## src/rtl/mem_sys_pkg.sv

```systemverilog
// Shared memory-system definitions: line geometry, write-back buffer FSM states
// and the mem_rd_wrt encoding.
package mem_sys_pkg;

    localparam int ADDR_W = 14;
    localparam int LINE_W = 64;

    typedef enum logic [1:0] {
        IDLE   = 2'd0,
        HIT    = 2'd1,
        MEM_RD = 2'd2,
        MEM_WR = 2'd3
    } wbb_state_t;

    localparam logic MEM_READ  = 1'b1;
    localparam logic MEM_WRITE = 1'b0;

endpackage

```

## src/rtl/wbb_store.sv

```systemverilog
// Victim-line storage for the write-back buffer: circular FIFO with coalescing
// on enqueue and a youngest-match lookup for fill reads.
module wbb_store #(
    parameter int DEPTH  = 4,
    parameter int ADDR_W = mem_sys_pkg::ADDR_W,
    parameter int LINE_W = mem_sys_pkg::LINE_W
) (
    input  logic              clk,
    input  logic              rst,
    input  logic              push,
    input  logic [ADDR_W-1:0] push_addr,
    input  logic [LINE_W-1:0] push_data,
    input  logic              pop,
    input  logic              head_lock,
    input  logic [ADDR_W-1:0] lookup_addr,
    output logic              lookup_hit,
    output logic [LINE_W-1:0] lookup_data,
    output logic [ADDR_W-1:0] head_addr,
    output logic [LINE_W-1:0] head_data,
    output logic              empty,
    output logic              full
);

    localparam int PTR_W = $clog2(DEPTH);
    localparam int CNT_W = PTR_W + 1;

    logic [DEPTH-1:0]  valid_q;
    logic [ADDR_W-1:0] addr_q [DEPTH];
    logic [LINE_W-1:0] data_q [DEPTH];
    logic [PTR_W-1:0]  head_q;
    logic [PTR_W-1:0]  tail_q;
    logic [CNT_W-1:0]  count_q;
    logic [CNT_W-1:0]  count_d;
    logic              empty_q;
    logic              full_q;

    logic              coal_hit;
    logic [PTR_W-1:0]  coal_idx;
    logic              push_new;
    logic [PTR_W-1:0]  age_idx;

    assign head_addr = addr_q[head_q];
    assign head_data = data_q[head_q];
    assign empty     = empty_q;
    assign full      = full_q;

    // The head entry is off limits for coalescing once its drain has been
    // committed, since mem_wdata already holds a copy of it.
    always_comb begin
        coal_hit = 1'b0;
        coal_idx = '0;
        for (int i = 0; i < DEPTH; i++) begin
            if (valid_q[i] && (addr_q[i] == push_addr) &&
                !(head_lock && (PTR_W'(i) == head_q))) begin
                coal_hit = 1'b1;
                coal_idx = PTR_W'(i);
            end
        end
    end

    assign push_new = push && !coal_hit;
    assign count_d  = count_q + CNT_W'(push_new) - CNT_W'(pop);

    // Walk oldest to youngest so the last match wins; a same-cycle enqueue
    // is newer than anything stored.
    always_comb begin
        lookup_hit  = 1'b0;
        lookup_data = '0;
        age_idx     = head_q;
        for (int i = 0; i < DEPTH; i++) begin
            age_idx = head_q + PTR_W'(i);
            if (valid_q[age_idx] && (addr_q[age_idx] == lookup_addr)) begin
                lookup_hit  = 1'b1;
                lookup_data = data_q[age_idx];
            end
        end
        if (push && (push_addr == lookup_addr)) begin
            lookup_hit  = 1'b1;
            lookup_data = push_data;
        end
    end

    always_ff @(posedge clk) begin
        if (rst) begin
            valid_q <= '0;
            head_q  <= '0;
            tail_q  <= '0;
            count_q <= '0;
            empty_q <= 1'b1;
            full_q  <= 1'b0;
        end else begin
            if (pop) begin
                valid_q[head_q] <= 1'b0;
                head_q          <= head_q + PTR_W'(1);
            end
            if (push) begin
                if (coal_hit) begin
                    data_q[coal_idx] <= push_data;
                end else begin
                    valid_q[tail_q] <= 1'b1;
                    addr_q[tail_q]  <= push_addr;
                    data_q[tail_q]  <= push_data;
                    tail_q          <= tail_q + PTR_W'(1);
                end
            end
            count_q <= count_d;
            empty_q <= (count_d == '0);
            full_q  <= (count_d == CNT_W'(DEPTH));
        end
    end

endmodule

```

## src/rtl/writeback_buffer.sv

```systemverilog
// Write-back buffer top: accepts dirty victim lines, drains them to memory in
// the background and answers fill reads from the buffer or from memory.
module writeback_buffer #(
    parameter int DEPTH  = 4,
    parameter int ADDR_W = mem_sys_pkg::ADDR_W,
    parameter int LINE_W = mem_sys_pkg::LINE_W
) (
    input  logic              clk,
    input  logic              rst,
    input  logic              wb_valid,
    input  logic [ADDR_W-1:0] wb_addr,
    input  logic [LINE_W-1:0] wb_data,
    output logic              wb_ready,
    input  logic              rd_req,
    input  logic [ADDR_W-1:0] rd_addr,
    output logic [LINE_W-1:0] rd_data,
    output logic              rd_done,
    output logic              mem_en,
    output logic              mem_rd_wrt,
    output logic [ADDR_W-1:0] mem_addr,
    output logic [LINE_W-1:0] mem_wdata,
    input  logic [LINE_W-1:0] mem_rdata,
    input  logic              mem_rdy,
    output logic              empty,
    output logic              full
);

    import mem_sys_pkg::*;

    // Handshakes: a victim transfers on a clock edge where wb_valid && wb_ready;
    // rd_req is held until the one-cycle rd_done pulse; a memory transaction
    // holds mem_en and its fields stable until the edge where mem_rdy is high.

    wbb_state_t        state_q, state_d;
    logic              mem_en_q, mem_en_d;
    logic              mem_rd_wrt_q, mem_rd_wrt_d;
    logic [ADDR_W-1:0] mem_addr_q, mem_addr_d;
    logic [LINE_W-1:0] mem_wdata_q, mem_wdata_d;
    logic [LINE_W-1:0] rd_data_q, rd_data_d;
    logic              rd_done_q, rd_done_d;

    logic              push;
    logic              pop;
    logic              rd_go;
    logic              head_lock;
    logic              lookup_hit;
    logic [LINE_W-1:0] lookup_data;
    logic [ADDR_W-1:0] head_addr;
    logic [LINE_W-1:0] head_data;
    logic              st_empty;
    logic              st_full;

    assign wb_ready = !st_full;
    assign push     = wb_valid && wb_ready;
    // The requester still holds rd_req during the rd_done cycle; ignore it then.
    assign rd_go    = rd_req && !rd_done_q;
    assign pop      = (state_q == MEM_WR) && mem_rdy;
    assign head_lock = (state_q == MEM_WR) ||
                       ((state_q == IDLE) && !rd_go && !st_empty);

    wbb_store #(
        .DEPTH  (DEPTH),
        .ADDR_W (ADDR_W),
        .LINE_W (LINE_W)
    ) u_store (
        .clk         (clk),
        .rst         (rst),
        .push        (push),
        .push_addr   (wb_addr),
        .push_data   (wb_data),
        .pop         (pop),
        .head_lock   (head_lock),
        .lookup_addr (rd_addr),
        .lookup_hit  (lookup_hit),
        .lookup_data (lookup_data),
        .head_addr   (head_addr),
        .head_data   (head_data),
        .empty       (st_empty),
        .full        (st_full)
    );

    always_comb begin
        state_d      = state_q;
        mem_en_d     = mem_en_q;
        mem_rd_wrt_d = mem_rd_wrt_q;
        mem_addr_d   = mem_addr_q;
        mem_wdata_d  = mem_wdata_q;
        rd_data_d    = rd_data_q;
        rd_done_d    = 1'b0;
        case (state_q)
            IDLE: begin
                if (rd_go) begin
                    if (lookup_hit) begin
                        rd_data_d = lookup_data;
                        state_d   = HIT;
                    end else begin
                        mem_en_d     = 1'b1;
                        mem_rd_wrt_d = MEM_READ;
                        mem_addr_d   = rd_addr;
                        state_d      = MEM_RD;
                    end
                end else if (!st_empty) begin
                    mem_en_d     = 1'b1;
                    mem_rd_wrt_d = MEM_WRITE;
                    mem_addr_d   = head_addr;
                    mem_wdata_d  = head_data;
                    state_d      = MEM_WR;
                end
            end
            HIT: begin
                rd_done_d = 1'b1;
                state_d   = IDLE;
            end
            MEM_RD: begin
                if (mem_rdy) begin
                    rd_data_d = mem_rdata;
                    rd_done_d = 1'b1;
                    mem_en_d  = 1'b0;
                    state_d   = IDLE;
                end
            end
            MEM_WR: begin
                if (mem_rdy) begin
                    mem_en_d = 1'b0;
                    state_d  = IDLE;
                end
            end
            default: state_d = IDLE;
        endcase
    end

    always_ff @(posedge clk) begin
        if (rst) begin
            state_q      <= IDLE;
            mem_en_q     <= 1'b0;
            mem_rd_wrt_q <= MEM_READ;
            mem_addr_q   <= '0;
            mem_wdata_q  <= '0;
            rd_data_q    <= '0;
            rd_done_q    <= 1'b0;
        end else begin
            state_q      <= state_d;
            mem_en_q     <= mem_en_d;
            mem_rd_wrt_q <= mem_rd_wrt_d;
            mem_addr_q   <= mem_addr_d;
            mem_wdata_q  <= mem_wdata_d;
            rd_data_q    <= rd_data_d;
            rd_done_q    <= rd_done_d;
        end
    end

    assign mem_en     = mem_en_q;
    assign mem_rd_wrt = mem_rd_wrt_q;
    assign mem_addr   = mem_addr_q;
    assign mem_wdata  = mem_wdata_q;
    assign rd_data    = rd_data_q;
    assign rd_done    = rd_done_q;
    assign empty      = st_empty;
    assign full       = st_full;

endmodule

```

## config.mk

```make
export PLATFORM = sky130hd
export DESIGN_NAME = writeback_buffer
export DESIGN_NICKNAME = d
export VERILOG_FILES = /design/src/rtl/mem_sys_pkg.sv /design/src/rtl/wbb_store.sv /design/src/rtl/writeback_buffer.sv
export SDC_FILE = /design/constraint.sdc
export NUM_CORES = 1
export LEC_CHECK = 0
export CORE_ASPECT_RATIO = 1.5
export CORE_UTILIZATION = 40
export DETAILED_ROUTE_END_ITERATION = 16
export GPL_TIMING_DRIVEN = 0
export RECOVER_POWER = 50
export SYNTH_ARGS = -nofsm -noshare
export SYNTH_HDL_FRONTEND = slang
export SYNTH_SLANG_ARGS = --single-unit
export TNS_END_PERCENT = 1
```

## constraint.sdc

```tcl
create_clock -name clk -period 14.8 [get_ports clk]
set_clock_uncertainty 0.1 [all_clocks]
set_input_delay 4.44 -clock clk [delete_from_list [all_inputs] [get_ports clk]]
set_output_delay 4.44 -clock clk [all_outputs]
set_load 0.01 [all_outputs]
```

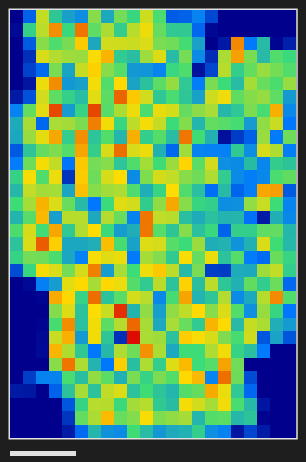
Fig. 1. Placement density heat map (run 1).
Scale bar: 50 um. The die is cut into 22 by 32 equal tiles; dark blue is low, red is high, 0 to 100% covered.
emptiest ninth of the die: bottom left
mean over tiles: 47%
tiles over 75% full: 9.4%
fullest tile: 99%
Pre-Place Util: 0.403
final cell utilization of the core: 0.493

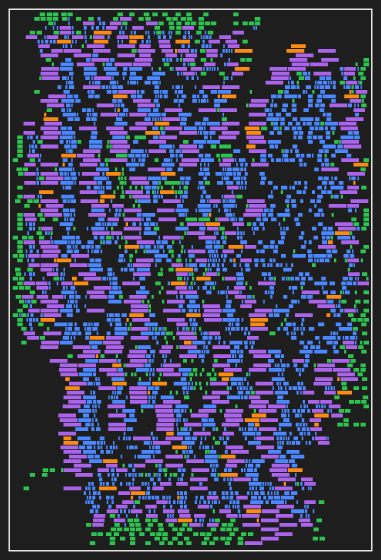
Fig. 2. Placement by cell class (run 1).
| colour | class | cells | share of their area |
|---|---|---|---|
| green | other buffers and delay cells | 543 | 13% |
| blue | all other logic | 1754 | 43% |
| orange | clock drivers and dummy loads | 92 | 5.4% |
| purple | flip-flops | 474 | 39% |
# rows: 117
Core ar.: 67800 um^2
sequential cell area share: 0.377

==> impl_metrics.env, run 1 <==
# source this file to load flow results
export IMPL_grt_max_degree=40
export IMPL_max_freq_ghz=0.109
export IMPL_crit_family="buffers and inverters"
export IMPL_fin_tns_setup_ns=0
export IMPL_hold_viol=0
export IMPL_dpl_cell_count=3663
export IMPL_busiest_layer="met2"
export IMPL_synthAoiAreaFrac=0.140
export IMPL_synthToLayoutAreaGrowth_pct=22.3
export IMPL_fa_ha_area_frac=0.00760
export IMPL_crit_end="rd_data[19]$_SDFFE_PP0P_"
export IMPL_p_seq_uw=1690
export IMPL_ys_cells=2456
export IMPL_wl_um=109000
export IMPL_clk_share=0.0518
export IMPL_relSlewSlack=0.0742
export IMPL_ant_nets=0
export IMPL_fin_crit_ns=9.14
export IMPL_switching_power_uw=1480
export IMPL_common_cells="312 x edfxtp_1, 271 x nand2_1, 196 x nor2_1"
export IMPL_fin_area_um2=33400
export IMPL_cts_buffers=49
export IMPL_drive_gt1_frac=0.146
export IMPL_yosysChipArea_um2=27300
export IMPL_clock_buffer_count=65
export IMPL_cp_start_kind="primary input"
export IMPL_r2r_end="rd_data[44]$_SDFFE_PP0P_"
export IMPL_synth_most_common_cell="edfxtp_1"
export IMPL_synthSimpleGateAreaFrac=0.0914
export IMPL_switching_share=0.339
export IMPL_pin_count=309
export IMPL_largest_reg_flops=256
export IMPL_slew_viol_final=0
export IMPL_p_leak_uw=0.0106
export IMPL_place_area_um2=31700
export IMPL_min_to="mem_wdata[2]$_SDFFE_PP0P_"
export IMPL_cp_required_ns=15.21
export IMPL_tap_cells=892
export IMPL_clkTransAtPathRegs_ns=0.06
export IMPL_path_depth=13
export IMPL_clock_path_buffers=3
export IMPL_top_logic_kind="multiplexers"
export IMPL_die_area_um2=69400
export IMPL_top_register="u_store.data_q"
export IMPL_nonClkBufAreaFrac=0.123
export IMPL_cp_startpoint="wb_addr[13]"
export IMPL_dominant_cells="combinational gates"
export IMPL_setup_violations=0
export IMPL_clkLatencyLatePin_ns=0.64
export IMPL_maxCapViolCount=0
export IMPL_crit_fanout=10
export IMPL_avgSynthCellArea_um2=11.1
export IMPL_vdd_drop_max_uv=104
export IMPL_stdcell_count=3759
export IMPL_grt_pass1_vias=23800
export IMPL_num_nets_final=2999
export IMPL_synth_warnings=0
export IMPL_worst_path_buf_inv=5
export IMPL_slowest_stage="clkbuf_1"
export IMPL_drt_initial_drc_count=2660
export IMPL_met1_usage=0.360
export IMPL_synth_cell_types=63
export IMPL_synthArstFlopShare=0
export IMPL_met3_usage=0.0504
export IMPL_register_area_um2=12600
export IMPL_reg2reg_slack_ns=5.87
export IMPL_drc_errors=0
export IMPL_dr_wl_met2_um=53500
export IMPL_worst_slew_pin_transition_ns=1.39
export IMPL_worstPathArrival_ns=9.55
export IMPL_worstReg2RegStart="u_store.head_q[0]$_SDFFE_PP0P_"
export IMPL_dr_pass1_iters=6
export IMPL_maxPowerGroup="sequential cells"
export IMPL_p_int_uw=2900
export IMPL_buffers=543
export IMPL_powerComb_uw=1350
export IMPL_r2r_cells=19
export IMPL_whs_path_depth=2
export IMPL_wl_met3_um=8080
export IMPL_worst_setup_path_type="primary input to register"
export IMPL_n_all_inverters=22
export IMPL_status="finished, final reports clean"
export IMPL_worst_slack_ns=5.66
export IMPL_cp_cell_sequence="dlygate4sd3_1 -> clkbuf_1 -> xor2_1 -> nor4_1 -> nand4_1 -> or3_1 -> clkbuf_1 -> nand2_1 -> nor4b_2 -> a21oi_4 -> clkbuf_1 -> buf_2 -> a31oi_1"
export IMPL_synth_main_ff_cell="edfxtp_1"
export IMPL_place_ws_ns=5.28
export IMPL_wl_met1_um=39400
export IMPL_antenna_found_initial=13
export IMPL_p_seq_frac=0.385
export IMPL_area_leaders="edfxtp_1 34%, mux4_2 12%, dfxtp_1 12%"
export IMPL_warnings=36
export IMPL_layout_top_cell="edfxtp_1"
export IMPL_htreeDepth=2
export IMPL_comb_share=0.411
export IMPL_mux_share=0.222
export IMPL_place_congestion=1.05
export IMPL_whs_ns=0.353
export IMPL_synth_edff_count=312
export IMPL_grt_pass1_wl_um=158000
export IMPL_portBuffers=295
export IMPL_clk_power_uw=1340
export IMPL_ys_ff=474
export IMPL_dieWidth_um=215
export IMPL_final_period_utilization=0.618
export IMPL_post_cts_buffers=0
export IMPL_dr_total_vias=23600
export IMPL_die_h_um=322
export IMPL_synthCells=2456
export IMPL_netlist_area_um2=27300
export IMPL_grt_overflow=0
export IMPL_logic_area_um2=13800
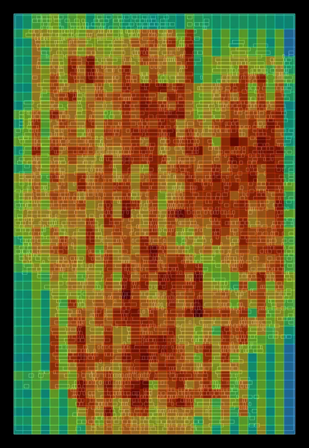
Fig. 3. Routing congestion (run 1).
GR Util met2: 0.523
Total GRT Usage: 0.307
DR WL/cell: 28.9 um

Fig. 4: run 1, sizing map
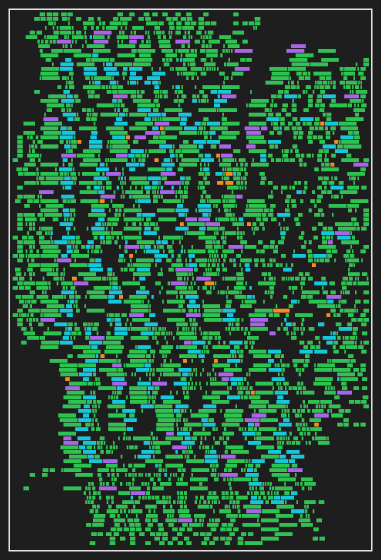

## Run 2: what changed since run 1
clock period = 8.4 ns   (was 14.8 ns; I/O delays follow)
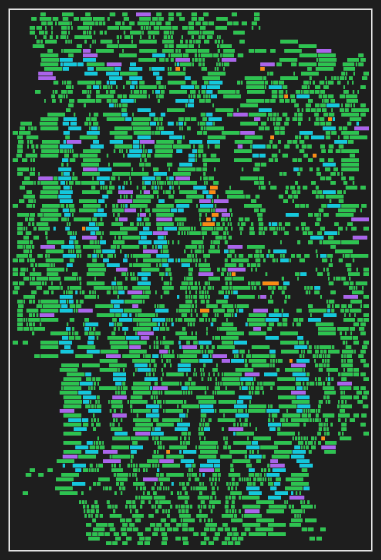
Fig. 5. Sizing map (run 2).
| colour | size | cells | most used |
|---|---|---|---|
| purple | drive 6 and up | 78 | clkbuf_16 |
| green | drive 1 or less | 2441 | edfxtp_1 |
| cyan | drive 2 | 322 | mux4_2 |
| orange | drive 3 to 4 | 18 | buf_4 |
cell area after layout: 33400 um^2
area growth from synthesis to layout: 22.1%
Setup WS post-layout: 0.372 ns

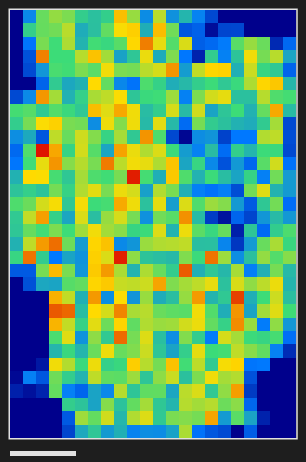
Fig. 6. Placement density heat map (run 2).
Scale bar: 50 um. The die is cut into 22 by 32 equal tiles; dark blue is low, red is high, 0 to 100% covered.
final cell utilization of the core: 0.493

==> run 2 against run 1 <==
Effect of this change:
- the flow now finishes with violations (max-capacitance violations, max-slew violations)
- total power is 75% higher
- combinational power is 77% higher
- area after synthesis stayed put
- cell count is 0.11% lower
- routed wire length is 0.66% higher
- sequential power is 76% higher
- setup slack worse by 5.3 ns
- global-route usage is 0.056 points higher
- critical path depth is 6 higher
- register-to-register slack worse by 5.5 ns
- critical endpoint is now rd_data[36]$_SDFFE_PP0P_
- highest routed layer unchanged
==> impl_metrics.env, run 2 <==
# source this file to load flow results
export IMPL_p_seq_uw=2970
export IMPL_switching_share=0.343
export IMPL_clkTransAtPathRegs_ns=0.06
export IMPL_top_register="u_store.data_q"
export IMPL_relSlewSlack=-0.121
export IMPL_num_nets_final=2995
export IMPL_n_all_inverters=22
export IMPL_worstPathArrival_ns=8.45
export IMPL_wl_um=109000
export IMPL_antenna_cells=4
export IMPL_vdd_drop_max_uv=168
export IMPL_worst_slew_pin_transition_ns=1.64
export IMPL_detailed_place_hpwl_um=79100
export IMPL_fin_crit_ns=8.03
export IMPL_synth_most_common_cell="edfxtp_1"
export IMPL_crit_family="buffers and inverters"
export IMPL_wl_met3_um=8430
export IMPL_place_area_um2=31700
export IMPL_crit_end="rd_data[36]$_SDFFE_PP0P_"
export IMPL_clock_path_buffers=3
export IMPL_synth_main_ff_cell="edfxtp_1"
export IMPL_tap_cells=892
export IMPL_die_area_um2=69400
export IMPL_synth_warnings=0
export IMPL_area_leaders="edfxtp_1 34%, mux4_2 12%, dfxtp_1 12%"
export IMPL_ant_nets=0
export IMPL_place_ws_ns=-0.274
export IMPL_clk_share=0.0497
export IMPL_synthAoiAreaFrac=0.140
export IMPL_slew_viol_final=2
export IMPL_stdcell_count=3755
export IMPL_final_period_utilization=0.956
export IMPL_yosysChipArea_um2=27300
export IMPL_cp_start_kind="register"
export IMPL_reg2reg_slack_ns=0.37
export IMPL_rsz0062_at_grt="no"
export IMPL_cts_tree="built"
export IMPL_buffers=538
export IMPL_logic_area_um2=13800
export IMPL_dpl_cell_count=3658
export IMPL_r2r_cells=19
export IMPL_ys_ff=474
export IMPL_hold_buffers=0
export IMPL_grt_overflow=0
export IMPL_met3_usage=0.0465
export IMPL_fin_tns_setup_ns=0
export IMPL_cts_buffers=50
export IMPL_synthSimpleGateAreaFrac=0.0914
export IMPL_common_cells="312 x edfxtp_1, 271 x nand2_1, 196 x nor2_1"
export IMPL_max_freq_ghz=0.125
export IMPL_worst_path_buf_inv=14
export IMPL_pin_count=309
export IMPL_switching_power_uw=2620
export IMPL_dieWidth_um=215
export IMPL_drive_gt1_frac=0.146
export IMPL_cts_sinks=474
export IMPL_cp_required_ns=8.82
export IMPL_p_seq_frac=0.388
export IMPL_ys_cells=2456
export IMPL_mux_share=0.222
export IMPL_largest_reg_flops=256
export IMPL_htreeDepth=2
export IMPL_maxPowerGroup="sequential cells"
export IMPL_clk_power_uw=2290
export IMPL_met1_usage=0.370
export IMPL_clock_buffer_count=63
export IMPL_warnings=36
export IMPL_fp_util=0.403
export IMPL_synth_cell_types=63
export IMPL_path_depth=19
export IMPL_cp_startpoint="u_store.head_q[0]$_SDFFE_PP0P_"
export IMPL_antenna_found_initial=8
export IMPL_portBuffers=295
export IMPL_busiest_layer="met2"
export IMPL_p_leak_uw=0.0106
export IMPL_viasPerCell=6.29
export IMPL_sh_seq_area=0.378
export IMPL_synth_edff_count=312
export IMPL_register_area_um2=12600
export IMPL_worst_setup_path_type="register to register"
export IMPL_worstReg2RegStart="u_store.head_q[0]$_SDFFE_PP0P_"
export IMPL_fa_ha_area_frac=0.00760
export IMPL_min_to="mem_wdata[63]$_SDFFE_PP0P_"
export IMPL_powerComb_uw=2390
export IMPL_comb_share=0.412
export IMPL_grt_use_total=0.308
export IMPL_slowest_stage="clkdlybuf4s15_1"
export IMPL_synthArstFlopShare=0
export IMPL_clkLatencyLatePin_ns=0.62
export IMPL_violations="max-capacitance violations, max-slew violations"
export IMPL_drc_errors=0
export IMPL_end_kind="register"
export IMPL_whs_path_depth=2
export IMPL_fillers=6082
export IMPL_post_cts_buffers=0
export IMPL_top_logic_kind="multiplexers"
export IMPL_grt_pass1_vias=23800
export IMPL_place_congestion=0.990
export IMPL_p_int_uw=5030
export IMPL_layout_top_cell="edfxtp_1"
export IMPL_grt_max_degree=42
export IMPL_dr_pass1_iters=8
export IMPL_whs_ns=0.351
export IMPL_dominant_cells="combinational gates"
export IMPL_grt_pass1_wl_um=158000
export IMPL_r2r_end="rd_data[36]$_SDFFE_PP0P_"
export IMPL_setup_violations=0
export IMPL_p_clk_frac=0.300
export IMPL_cp_cell_sequence="buf_4 -> buf_6 -> buf_4 -> buf_2 -> clkbuf_1 -> clkbuf_2 -> clkbuf_2 -> inv_1 -> ha_1 -> clkbuf_1 -> clkbuf_1 -> clkbuf_2 -> clkdlybuf4s15_1 -> clkbuf_1 -> buf_1 -> nor2_1 -> a21oi_1 -> o22ai_1 -> o31ai_1"
export IMPL_coreArea_um2=67800
export IMPL_dr_wl_met2_um=54000
export IMPL_status="complete, but fails checks"
export IMPL_netlist_area_um2=27300
export IMPL_wl_met1_um=40300
export IMPL_rows=117
export IMPL_hp_start="mem_wdata[63]$_SDFFE_PP0P_"
export IMPL_hold_viol=0
export IMPL_die_h_um=322
export IMPL_dr_total_vias=23600
export IMPL_maxCapViolCount=1
export IMPL_crit_fanout=10
export IMPL_avgSynthCellArea_um2=11.1
export IMPL_synthCells=2456
export IMPL_nonClkBufAreaFrac=0.124
export IMPL_drt_initial_drc_count=2437
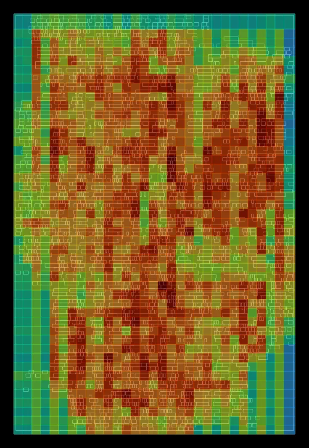
Fig. 7. Routing congestion (run 2).
GR Util met2: 0.529
DR WL/cell: 29.1 um

No activity file was given, so power comes from the tool's default toggle rates.
